### src/rtl/muldiv_hilo_unit.sv
// Iterative radix-2 multiply/divide engine with the architectural HI/LO registers.
// Decodes R-format HI/LO instructions and stalls the pipeline while the engine is busy.
module muldiv_hilo_unit #(
  parameter int WIDTH   = 32,
  parameter int FUNCT_W = 6,
  parameter int CNT_W   = $clog2(WIDTH) + 1
) (
  input  logic               clk,
  input  logic               rst_n,
  input  logic               valid,
  input  logic [1:0]         alu_op,
  input  logic [FUNCT_W-1:0] funct,
  input  logic [WIDTH-1:0]   rs_val,
  input  logic [WIDTH-1:0]   rt_val,
  output logic               busy,
  output logic               stall,
  output logic               done,
  output logic               div_zero,
  output logic [WIDTH-1:0]   result,
  output logic               result_valid,
  output logic [WIDTH-1:0]   hi,
  output logic [WIDTH-1:0]   lo
);

  localparam logic [FUNCT_W-1:0] F_MFHI  = FUNCT_W'(16);
  localparam logic [FUNCT_W-1:0] F_MTHI  = FUNCT_W'(17);
  localparam logic [FUNCT_W-1:0] F_MFLO  = FUNCT_W'(18);
  localparam logic [FUNCT_W-1:0] F_MTLO  = FUNCT_W'(19);
  localparam logic [FUNCT_W-1:0] F_MULT  = FUNCT_W'(24);
  localparam logic [FUNCT_W-1:0] F_MULTU = FUNCT_W'(25);
  localparam logic [FUNCT_W-1:0] F_DIV   = FUNCT_W'(26);
  localparam logic [FUNCT_W-1:0] F_DIVU  = FUNCT_W'(27);

  typedef enum logic [1:0] {S_IDLE, S_RUN, S_FIX} state_t;

  state_t             state;
  logic [CNT_W-1:0]   cnt;
  logic [WIDTH-1:0]   acc;      // product high half / partial remainder
  logic [WIDTH-1:0]   q;        // multiplier shifting out / quotient shifting in
  logic [WIDTH-1:0]   m;        // multiplicand / divisor magnitude
  logic [WIDTH-1:0]   rs_orig;
  logic               op_div, neg_q, neg_r, dz;

  logic dec, is_mfhi, is_mthi, is_mflo, is_mtlo, is_md, op_signed, op_is_div;
  assign dec       = valid && (alu_op == 2'b10);
  assign is_mfhi   = dec && (funct == F_MFHI);
  assign is_mthi   = dec && (funct == F_MTHI);
  assign is_mflo   = dec && (funct == F_MFLO);
  assign is_mtlo   = dec && (funct == F_MTLO);
  assign is_md     = dec && ((funct == F_MULT) || (funct == F_MULTU) ||
                             (funct == F_DIV)  || (funct == F_DIVU));
  assign op_signed = (funct == F_MULT) || (funct == F_DIV);
  assign op_is_div = (funct == F_DIV)  || (funct == F_DIVU);

  assign stall        = busy && (is_mfhi || is_mthi || is_mflo || is_mtlo || is_md);
  assign result_valid = !busy && (is_mfhi || is_mflo);
  assign result       = !result_valid ? '0 : (is_mfhi ? hi : lo);

  logic [WIDTH-1:0]   rs_abs, rt_abs;
  assign rs_abs = (op_signed && rs_val[WIDTH-1]) ? -rs_val : rs_val;
  assign rt_abs = (op_signed && rt_val[WIDTH-1]) ? -rt_val : rt_val;

  logic [WIDTH:0]     mul_sum, div_sh, div_diff;
  logic [2*WIDTH-1:0] prod_fix;
  logic [WIDTH-1:0]   quo_fix, rem_fix;

  // NOTE: every always_comb output gets a default first so no path leaves it unassigned (no latch).
  always_comb begin
    mul_sum  = '0;
    div_sh   = '0;
    div_diff = '0;
    mul_sum  = {1'b0, acc} + (q[0] ? {1'b0, m} : '0);
    div_sh   = {acc, q[WIDTH-1]};
    div_diff = div_sh - {1'b0, m};
    prod_fix = neg_q ? -{acc, q} : {acc, q};
    quo_fix  = neg_q ? -q : q;
    rem_fix  = neg_r ? -acc : acc;
  end

  // NOTE: sequential state uses non-blocking assignments so all registers update together at the edge.
  always_ff @(posedge clk or negedge rst_n) begin
    if (!rst_n) begin
      state    <= S_IDLE;
      cnt      <= '0;
      acc      <= '0;
      q        <= '0;
      m        <= '0;
      rs_orig  <= '0;
      op_div   <= 1'b0;
      neg_q    <= 1'b0;
      neg_r    <= 1'b0;
      dz       <= 1'b0;
      busy     <= 1'b0;
      done     <= 1'b0;
      div_zero <= 1'b0;
      hi       <= '0;
      lo       <= '0;
    end else begin
      done     <= 1'b0;
      div_zero <= 1'b0;
      case (state)
        S_IDLE: begin
          if (is_mthi) hi <= rs_val;
          if (is_mtlo) lo <= rs_val;
          if (is_md) begin
            state   <= S_RUN;
            busy    <= 1'b1;
            cnt     <= CNT_W'(WIDTH);
            acc     <= '0;
            q       <= op_is_div ? rs_abs : rt_abs;
            m       <= op_is_div ? rt_abs : rs_abs;
            rs_orig <= rs_val;
            op_div  <= op_is_div;
            neg_q   <= op_signed && (rs_val[WIDTH-1] ^ rt_val[WIDTH-1]);
            neg_r   <= op_signed && rs_val[WIDTH-1];
            dz      <= op_is_div && (rt_val == '0);
          end
        end
        S_RUN: begin
          if (op_div) begin
            // Restoring step: keep the trial difference only if it did not go negative.
            if (!div_diff[WIDTH]) begin
              acc <= div_diff[WIDTH-1:0];
              q   <= {q[WIDTH-2:0], 1'b1};
            end else begin
              acc <= div_sh[WIDTH-1:0];
              q   <= {q[WIDTH-2:0], 1'b0};
            end
          end else begin
            acc <= mul_sum[WIDTH:1];
            q   <= {mul_sum[0], q[WIDTH-1:1]};
          end
          cnt <= cnt - CNT_W'(1);
          if (cnt == CNT_W'(1)) state <= S_FIX;
        end
        S_FIX: begin
          if (!op_div) begin
            hi <= prod_fix[2*WIDTH-1:WIDTH];
            lo <= prod_fix[WIDTH-1:0];
          end else if (dz) begin
            hi <= rs_orig;
            lo <= '1;
          end else begin
            hi <= rem_fix;
            lo <= quo_fix;
          end
          done     <= 1'b1;
          div_zero <= dz;
          busy     <= 1'b0;
          state    <= S_IDLE;
        end
        default: state <= S_IDLE;
      endcase
    end
  end

endmodule

### config.mk
export PLATFORM = sky130hd
export DESIGN_NAME = muldiv_hilo_unit
export DESIGN_NICKNAME = d
export VERILOG_FILES = /design/src/rtl/muldiv_hilo_unit.sv
export SDC_FILE = /design/constraint.sdc
export NUM_CORES = 1
export LEC_CHECK = 0
export CAP_MARGIN = 10
export CORE_AREA = 2 2 213 215
export CTS_CLUSTER_DIAMETER = 150
export DETAILED_ROUTE_END_ITERATION = 7
export DIE_AREA = 0 0 215 217
export PLACE_DENSITY = 0.64
export SKIP_CTS_REPAIR_TIMING = 1
export SLEW_MARGIN = 20
export SYNTH_ARGS = -nofsm -noshare
export SYNTH_HDL_FRONTEND = slang
export SYNTH_SLANG_ARGS = --single-unit
### constraint.sdc
create_clock -name clk -period 7.4 [get_ports clk]
set_clock_uncertainty 0.1 [all_clocks]
set_input_delay 0.74 -clock clk [delete_from_list [all_inputs] [get_ports clk]]
set_output_delay 0.74 -clock clk [all_outputs]
set_load 0.02 [all_outputs]
==> notes.md <==
From the run reports.

- The number of distinct standard cells referenced by the synthesized netlist is 77.
- The internal portion of the total power is 3.17 mW.
- The number of enable flip-flop cells reads 0.
- Yosys printed 0 warnings.
- The number of failing setup endpoints in the final timing report reads 0.
- Counting endpoints that fail hold in the final report gives 0.
- The power dissipated by switching net loads reads 2.83 mW.
- The initialized floorplan defines 78 standard-cell rows.
- The horizontal die size is 215 um.
- The total power divided by cell area reads 294 nW/um2.
- The logic depth of the worst register-to-register path is 13.
- The post-synthesis area per instance reads 7.59 um2.
- The overall die size recorded for this design is 46700 um2.
- The number of antenna violations at the first check in global routing is 2.
- The maximum vdd ir drop is 188 uV.
- In the final layout, the fill cell count is 4468.
- The timing-limited maximum frequency reads 225 MHz.
- The violation tally from detailed-route iteration zero reads 2297.
- The share of synthesized registers carrying an async set or reset is 100%.
- The flow ran to the end, and the final reports show no timing, DRC or antenna violations.
- The layout cell share with drive strength beyond 1 is 4.29%.
- The count of non-filler cells in the finished layout is 2980.
- The DRC violation total left in the routed layout is recorded as 0.
- The reg-to-reg startpoint reads q[0].
- Cells fill 45.6% of the core in the end.
- The number of buffers created by CTS is 26.
- The clock-pin transition on the worst setup and hold timing paths reads 0.07 ns.
- The area added between synthesis and finish reads 16.7%.
- The post-synthesis cell count is 2302.
- The clock network fraction of design power reads 21.1%.
- The smallest setup slack after layout reads 2.95 ns.
- The transition time recorded at the tightest slew-check pin is 1.11 ns.
- Global routing used 29.4% of the available tracks.
- The sequential cell area fraction in the yosys report is 29.6%.
- Once detail routing completed, the nets flagged for antenna violations numbered 0.
- Counting instances in the post-synthesis netlist gives the leading cell types as 340 x nand2_1, 231 x a21oi_1, 207 x dfrtp_1.
- The TritonCTS clock tree is done.
- The total number of H-tree levels reads 1.
- The switching power as a share of total power is 47.1%.
- The total number of clock tree sinks is 207.
- The met2 routing resource usage after global routing is 45.6%.
- The number of placed cells counting well taps is 2933.
- The clock tree buffer depth is 3.
- For this run, the leading register cell type out of synthesis is dfrtp_1.
- The critical path ends at acc[26].
- The maximum fanout along the worst path reads 30.
- Warnings raised by the tools during the run amount to 27.
- The nature of the critical path endpoint reads a register.
- The number of placed I/O pins reads 176.
- Once synthesis finished, the tally of register bits stood at 207.
- The detailed-routing iteration count for the pre-antenna-repair pass reads 8.
- The repair_antennas step left the layout with diodes totalling 0.
- The latest clock arrival within the worst-skew pair reads 0.58 ns.
- The number of cells in the yosys synthesis report reads 2302.
- The startpoint type of the worst setup path is a register.
- The setup slack of the worst register-to-register path reads 2.95 ns.
- The reg-to-reg critical path endpoint reads acc[26].
- The number of global-route vias before repair is 17100.
- The initial core utilization reads 39.1%.
- After routing, the total negative slack on setup checks comes to 0 ns.
- The most frequent cell after synthesis is nand2_1.
- The number of maximum-capacitance violations recorded for the run is 0.
- The placeable core area is 44700 um2.
area by class of cell:
cell class | count | area, um2 | share of cell area [%]
sequential | 207 | 5180 | 25.4
clock inverter | 12 | 111 | 0.546
inverter | 71 | 267 | 1.31
clock buffer | 35 | 714 | 3.50
multi-input combinational | 1850 | 11400 | 55.8
timing repair buffer | 205 | 1980 | 9.71
tap | 600 | 751 | 3.68
worst min path at each step:
| stage | startpoint | end | slack, ns | cells past startpoint |
|---|---|---|---|---|
| final | rst_n | lo[26] | 0.13 | 1 |
| after global routing | rst_n | rs_orig[24] | 0.18 | 1 |
| after CTS | rst_n | acc[25] | 0.15 | 1 |
| after detailed placement | rs_orig[18] | rs_orig[18] | 0.36 | 2 |
| after global placement | rs_orig[2] | rs_orig[2] | 0.36 | 2 |
| after floorplan | rst_n | acc[0] | 0.34 | 0 |
flip-flops by register name, summed over array words and instances (netlist names), 2 cells and up:
name / count
q: 32
m: 32
lo: 32
state: 2
rs_orig: 32
cnt: 6
acc: 32
hi: 32
power by group through the flow:
stage	clock network [mW]	logic [mW]	registers [mW]
after floorplan	0	2.23	1.51
after global placement	0	2.75	1.84
after detailed placement	0	2.78	1.85
after CTS	1.28	2.80	1.83
after global routing	1.32	3.16	1.88
final	1.27	2.87	1.87
kinds of logic after synthesis:
| family | Yosys count | synth area share [%] |
|---|---|---|
| buffers and inverters | 245 | 5.46 |
| AND-OR/OR-AND | 767 | 27.8 |
| flip-flops | 207 | 29.6 |
| multiplexers | 45 | 2.58 |
| adder cells (fa/ha/maj) | 72 | 5.24 |
| XOR/XNOR | 174 | 8.72 |
| AND/OR/NAND/NOR | 792 | 20.6 |
stage by stage:
step                      area (um2)  total power [mW]  hold WS, ns
after global routing           20400              6.35        0.181
after CTS                      20400              5.91        0.147
after global placement         19600              4.59        0.355
after floorplan                17500              3.75        0.338
final                          20400              6.00        0.127
after detailed placement       19600              4.63        0.363
metal layers:
layer	wire, um	vias to the layer above
met5	27	-
li1	-	8439
met4	2290	4
met2	31500	1054
met3	7120	145
met1	30200	8943
cell usage in the layout, fill, tap and decap left out, types with 42 or more instances in the layout:
master / n
nand2_1: 338
o211ai_1: 43
nor2_1: 184
xor2_1: 96
a21oi_1: 231
inv_1: 71
dfrtp_1: 206
xnor2_1: 78
nand3_1: 42
a211oi_1: 47
o21ai_0: 203
mux2i_1: 45
ha_1: 70
clkdlybuf4s50_1: 174
worst max-delay path, cell delays in order (launching register included):
cell and delay [ns]:
dfrtp_1 0.47, inv_1 0.19, buf_4 0.39, nor2_1 0.10
ha_1 0.36, a21oi_1 0.25, o21a_1 0.18, o21ai_0 0.15
a2111o_1 0.44, o221ai_1 0.59, o21ai_0 0.40, a21oi_1 0.26
xnor2_1 0.08, a221o_1 0.32
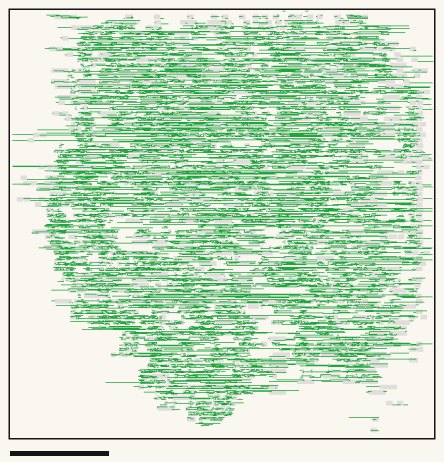
(images/met1.png)
Scale bar: 50 um. Cells faint in the background.
The longest straight run is 71.8 um. The layer carries 30.2 mm of wire. The layer holds 42% of the routed length. The wires run mostly horizontal.
final wirelength: 71200 um
met1 routing resource usage after global routing: 40.7%
vias: 18585

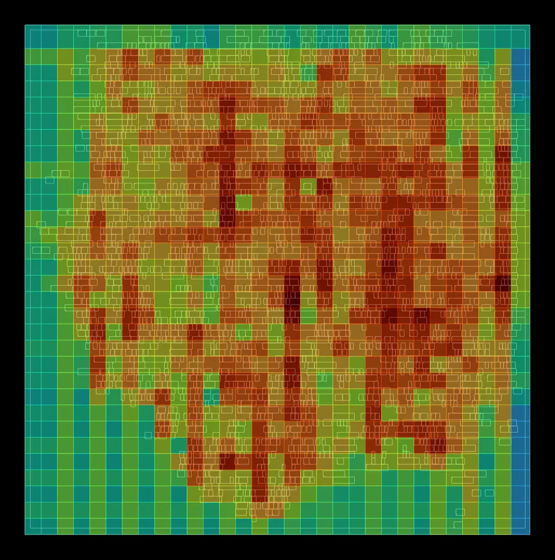
(images/final_congestion.png)
M3 GR Usage: 6.29%
busiest grt layer: met2
routed length per instance: 23.9 um

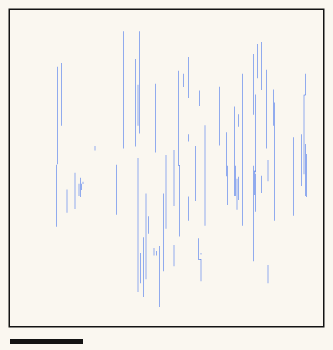
(images/met4.png)
Scale bar: 50 um.
The longest straight run is 104 um. 50 nets have wire on it. The wires run mostly vertical. The layer holds 3.2% of the routed length. The layer carries 2290 um of wire.

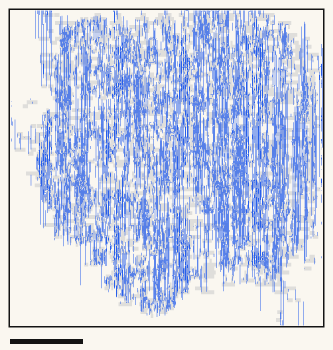
(images/met2.png)
Scale bar: 50 um. Cells faint in the background.
The layer holds 44% of the routed length. 2023 nets have wire on it. The longest straight run is 93.5 um. The wires run mostly vertical.

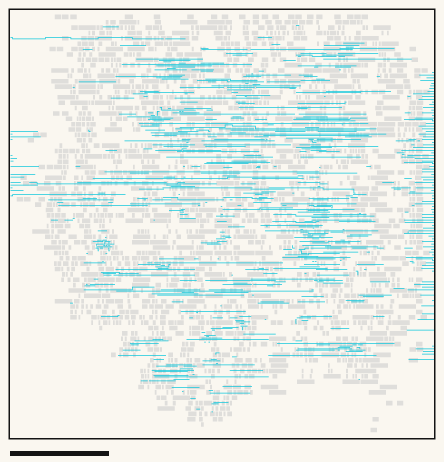
(images/met3.png)
Scale bar: 50 um. Cells faint in the background.
The wires run mostly horizontal. The layer carries 7120 um of wire. The layer holds 10% of the routed length. The longest straight run is 116 um.

No activity file was given, so power comes from the tool's default toggle rates.
